**config.mk**
```make
export PLATFORM = sky130hd
export DESIGN_NAME = div_iter_unit_flat
export DESIGN_NICKNAME = d
export VERILOG_FILES = /design/src/rtl/div_iter_unit_if.sv /design/src/rtl/div_iter_unit.sv /design/src/flat_wrapper.sv
export SDC_FILE = /design/constraint.sdc
export NUM_CORES = 1
export LEC_CHECK = 0
export ABC_CLOCK_PERIOD_IN_PS = 5900
export CORE_MARGIN = 1
export CORE_UTILIZATION = 32
export DETAILED_ROUTE_END_ITERATION = 6
export GPL_TIMING_DRIVEN = 0
export PLACE_DENSITY_LB_ADDON = 0.25
export SLEW_MARGIN = 20
export SYNTH_ARGS = -nofsm -noshare
export SYNTH_HDL_FRONTEND = slang
export SYNTH_SLANG_ARGS = --single-unit
```
**constraint.sdc**
```tcl
create_clock -name clk -period 5.9 [get_ports clk]
set_input_delay 1.77 -clock clk [delete_from_list [all_inputs] [get_ports clk]]
set_output_delay 1.77 -clock clk [all_outputs]
set_load 0.02 [all_outputs]
```
**src/rtl/div_iter_unit_if.sv**
```systemverilog
// ----------------------------------------------------------------------------
// div_iter_unit_if
//   Issue/busy/done bundle between the EXE stage and the iterative divider.
//
//   Handshake: the master raises div_start for exactly one cycle with
//   div_signed/dividend/divisor stable in that cycle; the slave answers with
//   DIV_Busy while iterating and a one-cycle div_done pulse when
//   quotient/remainder hold the new result. div_cancel aborts any operation
//   in flight and beats a coincident div_start.
//
//   Signals:
//     div_start  (m->s) one-cycle issue pulse
//     div_signed (m->s) 1 = DIV, 0 = DIVU
//     div_cancel (m->s) pipeline flush
//     dividend   (m->s) rs operand
//     divisor    (m->s) rt operand
//     DIV_Busy   (s->m) iteration in progress
//     div_done   (s->m) result valid pulse
//     quotient   (s->m) registered quotient (LO)
//     remainder  (s->m) registered remainder (HI)
// ----------------------------------------------------------------------------
interface div_iter_unit_if #(
    parameter int WIDTH = 32
);
    logic             div_start;
    logic             div_signed;
    logic             div_cancel;
    logic [WIDTH-1:0] dividend;
    logic [WIDTH-1:0] divisor;
    logic             DIV_Busy;
    logic             div_done;
    logic [WIDTH-1:0] quotient;
    logic [WIDTH-1:0] remainder;

    modport master (
        output div_start, div_signed, div_cancel, dividend, divisor,
        input  DIV_Busy, div_done, quotient, remainder
    );

    modport slave (
        input  div_start, div_signed, div_cancel, dividend, divisor,
        output DIV_Busy, div_done, quotient, remainder
    );
endinterface

```
**src/rtl/div_iter_unit.sv**
```systemverilog
// ----------------------------------------------------------------------------
// div_iter_unit
//   Multi-cycle radix-2 restoring divider for DIV/DIVU. One quotient bit per
//   cycle, MSB first; WIDTH iterations after the issue edge, result registered
//   on entry to DONE (quotient -> LO, remainder -> HI).
//
//   Ports:
//     clk      in   system clock, rising edge
//     rst      in   synchronous active-high reset
//     bus      slave modport of div_iter_unit_if (issue/busy/done bundle)
//     state_o  out  current FSM state (0 IDLE, 1 BUSY, 2 DONE) for debug
//
//   Optional feature macro: DIV_ZERO_FAST_EN
//     defined   - a start with divisor == 0 goes straight to DONE, div_done
//                 pulses one cycle after the issue edge, DIV_Busy stays low.
//     undefined - divide-by-zero runs the normal WIDTH+1 cycle path.
// ----------------------------------------------------------------------------
module div_iter_unit #(
    parameter int WIDTH = 32,
    parameter int CNT_W = 6
) (
    input  logic                 clk,
    input  logic                 rst,
    div_iter_unit_if.slave       bus,
    output logic [1:0]           state_o
);

    typedef enum logic [1:0] {
        S_IDLE = 2'd0,
        S_BUSY = 2'd1,
        S_DONE = 2'd2
    } state_t;

    state_t           state_q;
    logic [CNT_W-1:0] cnt_q;
    logic [WIDTH:0]   prem_q;      // partial remainder
    logic [WIDTH-1:0] dvd_q;       // dividend magnitude, shifted out MSB first
    logic [WIDTH-1:0] dsr_q;       // divisor magnitude
    logic [WIDTH-1:0] qacc_q;      // quotient bits collected so far
    logic [WIDTH-1:0] dvd_raw_q;   // raw dividend, returned as remainder on /0
    logic             neg_quo_q;
    logic             neg_rem_q;
    logic             dz_q;
    logic             busy_q;
    logic             done_q;
    logic [WIDTH-1:0] quo_q;
    logic [WIDTH-1:0] rem_q;

    // Operand magnitudes and sign fix-up flags captured at issue.
    logic             a_neg_d;
    logic             b_neg_d;
    logic [WIDTH-1:0] a_mag_d;
    logic [WIDTH-1:0] b_mag_d;
    logic             fast_zero_d;

    // One iteration step.
    logic [WIDTH+1:0] shift_d;
    logic [WIDTH+1:0] trial_d;
    logic             qbit_d;
    logic [WIDTH:0]   prem_d;
    logic [WIDTH-1:0] qacc_d;
    logic [WIDTH-1:0] quo_fin_d;
    logic [WIDTH-1:0] rem_fin_d;
    logic             last_iter_d;
    logic             start_ok_d;

    always_comb begin
        a_neg_d     = bus.div_signed & bus.dividend[WIDTH-1];
        b_neg_d     = bus.div_signed & bus.divisor[WIDTH-1];
        a_mag_d     = a_neg_d ? (~bus.dividend + 1'b1) : bus.dividend;
        b_mag_d     = b_neg_d ? (~bus.divisor + 1'b1) : bus.divisor;
        start_ok_d  = bus.div_start & ~bus.div_cancel;
`ifdef DIV_ZERO_FAST_EN
        fast_zero_d = (bus.divisor == '0);
`else
        fast_zero_d = 1'b0;
`endif

        // The extra top bit of shift/trial acts as the borrow: a set bit
        // after the subtraction means the trial went negative.
        shift_d     = {prem_q, dvd_q[WIDTH-1]};
        trial_d     = shift_d - {2'b00, dsr_q};
        qbit_d      = ~trial_d[WIDTH+1];
        prem_d      = qbit_d ? trial_d[WIDTH:0] : shift_d[WIDTH:0];
        qacc_d      = {qacc_q[WIDTH-2:0], qbit_d};
        last_iter_d = (cnt_q == CNT_W'(WIDTH - 1));

        // Final results folded into the DONE-entry write; /0 bypasses the
        // sign fix-up and reports the raw dividend.
        if (dz_q) begin
            quo_fin_d = '1;
            rem_fin_d = dvd_raw_q;
        end else begin
            quo_fin_d = neg_quo_q ? (~qacc_d + 1'b1) : qacc_d;
            rem_fin_d = neg_rem_q ? (~prem_d[WIDTH-1:0] + 1'b1) : prem_d[WIDTH-1:0];
        end
    end

    always_ff @(posedge clk) begin
        if (rst) begin
            state_q   <= S_IDLE;
            cnt_q     <= '0;
            prem_q    <= '0;
            dvd_q     <= '0;
            dsr_q     <= '0;
            qacc_q    <= '0;
            dvd_raw_q <= '0;
            neg_quo_q <= 1'b0;
            neg_rem_q <= 1'b0;
            dz_q      <= 1'b0;
            busy_q    <= 1'b0;
            done_q    <= 1'b0;
            quo_q     <= '0;
            rem_q     <= '0;
        end else begin
            done_q <= 1'b0;
            unique case (state_q)
                S_IDLE, S_DONE: begin
                    if (start_ok_d && fast_zero_d) begin
                        state_q <= S_DONE;
                        busy_q  <= 1'b0;
                        done_q  <= 1'b1;
                        quo_q   <= '1;
                        rem_q   <= bus.dividend;
                    end else if (start_ok_d) begin
                        state_q   <= S_BUSY;
                        busy_q    <= 1'b1;
                        cnt_q     <= '0;
                        prem_q    <= '0;
                        qacc_q    <= '0;
                        dvd_q     <= a_mag_d;
                        dsr_q     <= b_mag_d;
                        dvd_raw_q <= bus.dividend;
                        neg_quo_q <= a_neg_d ^ b_neg_d;
                        neg_rem_q <= a_neg_d;
                        dz_q      <= (bus.divisor == '0);
                    end else begin
                        state_q <= S_IDLE;
                        busy_q  <= 1'b0;
                    end
                end
                S_BUSY: begin
                    // div_start is deliberately not looked at here.
                    if (bus.div_cancel) begin
                        state_q <= S_IDLE;
                        busy_q  <= 1'b0;
                        cnt_q   <= '0;
                    end else begin
                        prem_q <= prem_d;
                        qacc_q <= qacc_d;
                        dvd_q  <= {dvd_q[WIDTH-2:0], 1'b0};
                        cnt_q  <= cnt_q + 1'b1;
                        if (last_iter_d) begin
                            state_q <= S_DONE;
                            busy_q  <= 1'b0;
                            done_q  <= 1'b1;
                            quo_q   <= quo_fin_d;
                            rem_q   <= rem_fin_d;
                            cnt_q   <= '0;
                        end
                    end
                end
                default: begin
                    state_q <= S_IDLE;
                    busy_q  <= 1'b0;
                end
            endcase
        end
    end

    assign bus.DIV_Busy  = busy_q;
    assign bus.div_done  = done_q;
    assign bus.quotient  = quo_q;
    assign bus.remainder = rem_q;
    assign state_o       = state_q;

endmodule

```
**src/flat_wrapper.sv**
```systemverilog
// flat-port wrapper written by rule: the top's interface ports become plain ports
module div_iter_unit_flat 
#(
    parameter int WIDTH = 32,
    parameter int CNT_W = 6
)
  (clk, rst, state_o, bus_div_start, bus_div_signed, bus_div_cancel, bus_dividend, bus_divisor, bus_DIV_Busy, bus_div_done, bus_quotient, bus_remainder);
  div_iter_unit_if #(.WIDTH(WIDTH)) bus_i ();
  input  logic clk;
  input  logic rst;
  output logic [1:0] state_o;
  input wire logic [$bits(bus_i.div_start)-1:0] bus_div_start;
  input wire logic [$bits(bus_i.div_signed)-1:0] bus_div_signed;
  input wire logic [$bits(bus_i.div_cancel)-1:0] bus_div_cancel;
  input wire logic [$bits(bus_i.dividend)-1:0] bus_dividend;
  input wire logic [$bits(bus_i.divisor)-1:0] bus_divisor;
  output wire logic [$bits(bus_i.DIV_Busy)-1:0] bus_DIV_Busy;
  output wire logic [$bits(bus_i.div_done)-1:0] bus_div_done;
  output wire logic [$bits(bus_i.quotient)-1:0] bus_quotient;
  output wire logic [$bits(bus_i.remainder)-1:0] bus_remainder;
  assign bus_i.div_start = bus_div_start;
  assign bus_i.div_signed = bus_div_signed;
  assign bus_i.div_cancel = bus_div_cancel;
  assign bus_i.dividend = bus_dividend;
  assign bus_i.divisor = bus_divisor;
  assign bus_DIV_Busy = bus_i.DIV_Busy;
  assign bus_div_done = bus_i.div_done;
  assign bus_quotient = bus_i.quotient;
  assign bus_remainder = bus_i.remainder;
  div_iter_unit #(.WIDTH(WIDTH), .CNT_W(CNT_W)) u_core (.clk(clk), .rst(rst), .bus(bus_i), .state_o(state_o));
endmodule
```
**Run 1: metal 3**

Scale: 2 px per um.
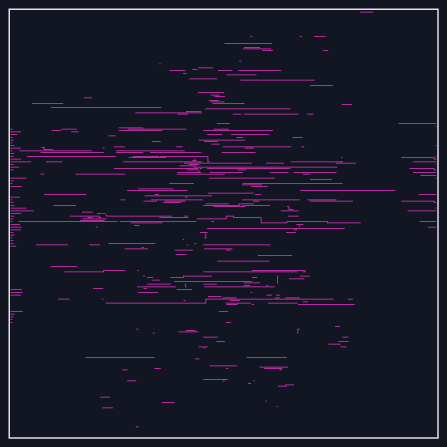
The longest straight run is 71.8 um. 243 nets have wire on it. The layer carries 3430 um of wire.
total wire length after detailed routing: 54.4 mm
GRT met3 Usage: 2.67%
via total after detailed routing: 15000

**Run 1: wiring heat map**

Scale: 2 px per um. The die is cut into 21 by 21 equal tiles; black is low, pale yellow is high, scaled to the fullest tile. Values are wire area over tile area, all layers added.
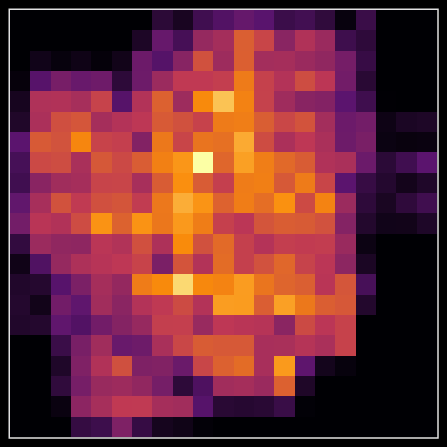
The mean over all tiles is 0.19. 32% of the tiles are over half the peak. The fullest tile reaches 0.57.

==> impl_metrics.tcl, run 1 <==
# implementation run metrics
set metrics [dict create \
    status "finished, final reports clean" \
    drtPass1Iterations 5 \
    cts.path.max_buffers 3 \
    critical_path.n_buffers_inverters 6 \
    dp_hpwl_mm 42.7 \
    post_synth_fa_ha_maj_area_fraction_pct 3.37 \
    buffer_area_share_pct 11.1 \
    die-area_um2 45600 \
    timing.final.hold_violations 0 \
    fp.coreArea_um2 44200 \
    crit_arrival_ns 6.09 \
    netSwitchingPower_mw 1.40 \
    ys_ff 236 \
    power_per_cell_area_nw_per_um2 251 \
    power_total_mw 4.35 \
    globalRouteMet1Util_pct 33.5 \
    reg2reg_slack_ns 0.22 \
    synthAoiAreaFrac_pct 26.5 \
    worst_hold_path.endpoint "u_core.dvd_q[1]$_SDFFE_PP0P_" \
    synth.most_common_cell "sky130_fd_sc_hd__nand2_1" \
    final_util_pct 39.3 \
    worstSetupStartpoint "u_core.dsr_q[29]$_SDFFE_PP0P_" \
    post-route-period-util_pct 96.3 \
    critical_path.max_stage_delay_ns 0.60 \
]
**Run 1: drive-strength map**

Scale: 2 px per um.
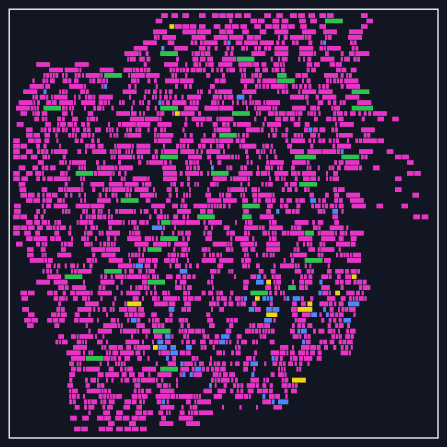
Magenta stands for _0 and _1 cells, cells 2002, share 95%. Green stands for _6 and larger, cells 35, share 1.7%. Blue stands for _2 cells, cells 61, share 2.9%. Yellow stands for _3 and _4 cells, cells 12, share 0.57%.
area added between synthesis and finish: 21.3%
area of all placed cells without fillers: 17400 um^2
least setup slack across all paths after layout: 0.220 ns

**Run 1: where the registers sit**

Scale: 2 px per um. Other sequential cells in the stronger gray, the rest of the logic in the fainter gray.
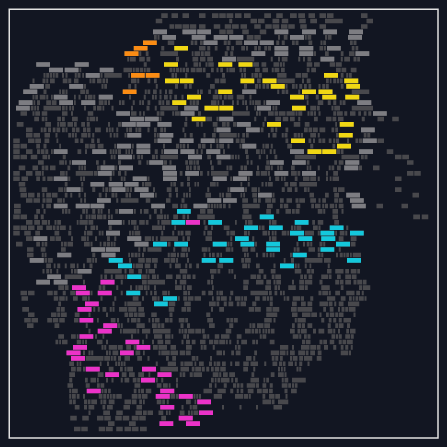
Yellow stands for `u_core.qacc_q`, sequential cells 31. Orange stands for `u_core.cnt_q`, sequential cells 6. Magenta stands for `u_core.dsr_q`, sequential cells 32, where bottom left. Cyan stands for `u_core.prem_q`, sequential cells 33.
Another 134 sequential cells are not colored.

## Run 2: what changed since run 1
--- a/config.mk
+++ b/config.mk
@@ -7,11 +7,10 @@
 export LEC_CHECK = 0
 export ABC_CLOCK_PERIOD_IN_PS = 5900
 export CORE_MARGIN = 1
-export CORE_UTILIZATION = 32
+export CORE_UTILIZATION = 50
 export DETAILED_ROUTE_END_ITERATION = 6
 export GPL_TIMING_DRIVEN = 0
 export PLACE_DENSITY_LB_ADDON = 0.25
-export SLEW_MARGIN = 20
 export SYNTH_ARGS = -nofsm -noshare
 export SYNTH_HDL_FRONTEND = slang
 export SYNTH_SLANG_ARGS = --single-unit
**Run 2: clock nets**

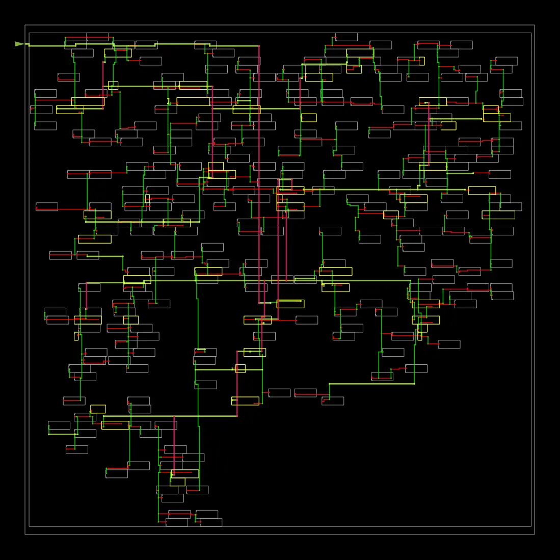
seq_cells: 236
clock distribution power: 1.91 mW

==> run 2 against run 1 <==
  * Synthesized cell count stayed put
  * Die area is 36% lower
  * Clock power is 12% higher
  * Sequential power hardly changed
  * First-iteration DRC count is 45% higher
  * Cell area is 1.0% lower
  * Worst setup slack better by 0.23 ns
  * Non-clock buffer count is 4 lower
  * Via count is 1.8% higher
  * Clock-buffer cell count is 5 higher
==> impl_metrics.tcl, run 2 <==
# implementation run metrics
set metrics [dict create \
    final_antenna_net_count 0 \
    cts-htree-levels 1 \
    status "finished, final reports clean" \
    synthDistinctLibCells 84 \
    fp.coreArea_um2 28000 \
    drtPass1Iterations 6 \
    dp_hpwl_mm 38.3 \
    die-area_um2 29300 \
    regArea_um2 4720 \
    post-route-cell-area_um2 17200 \
    netSwitchingPower_mw 1.39 \
    drc 0 \
    final_util_pct 61.4 \
    cell_class_ranked_first_by_area "logic gates" \
    critical_path.n_buffers_inverters 6 \
    critical_path.max_stage_delay_ns 0.52 \
    cts.path.max_buffers 3 \
    worstSetupStartpoint "u_core.dsr_q[26]$_SDFFE_PP0P_" \
    power_total_mw 4.54 \
    area_growth_pct 20.0 \
    final-clk-cell-share_pct 5.91 \
    initial_utilization_pct 51.2 \
    worst_hold_path.endpoint "u_core.dvd_raw_q[20]$_SDFFE_PP0P_" \
    post-route-period-util_pct 92.3 \
    synth.most_common_cell "sky130_fd_sc_hd__nand2_1" \
    power_per_cell_area_nw_per_um2 264 \
    synthAoiAreaFrac_pct 26.5 \
    final.setup.worst_slack_ns 0.452 \
    ys_ff 236 \
    reg2reg_slack_ns 0.45 \
    post_synth_fa_ha_maj_area_fraction_pct 3.37 \
    crit_arrival_ns 5.86 \
    buffer_area_share_pct 11.0 \
    ctsResizeCount 0 \
]
**Run 2: metal 3**

Scale: 3 px per um.
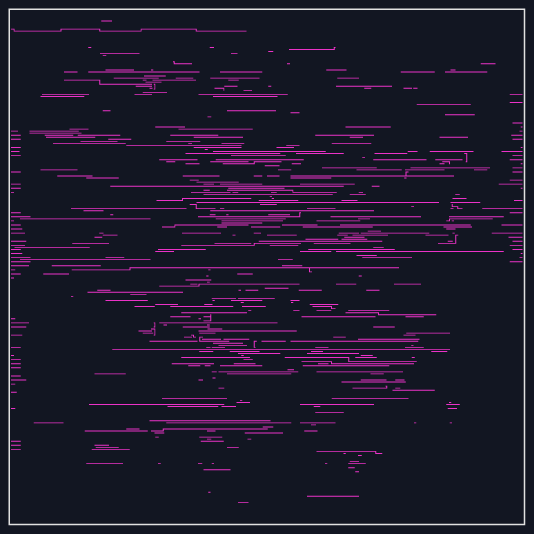
The longest straight run is 112 um. The layer carries 4690 um of wire.
GRT met3 Usage: 5.13%
via total after detailed routing: 15300
total wire length after detailed routing: 49.9 mm

Power is estimated from default activity; no workload was simulated.
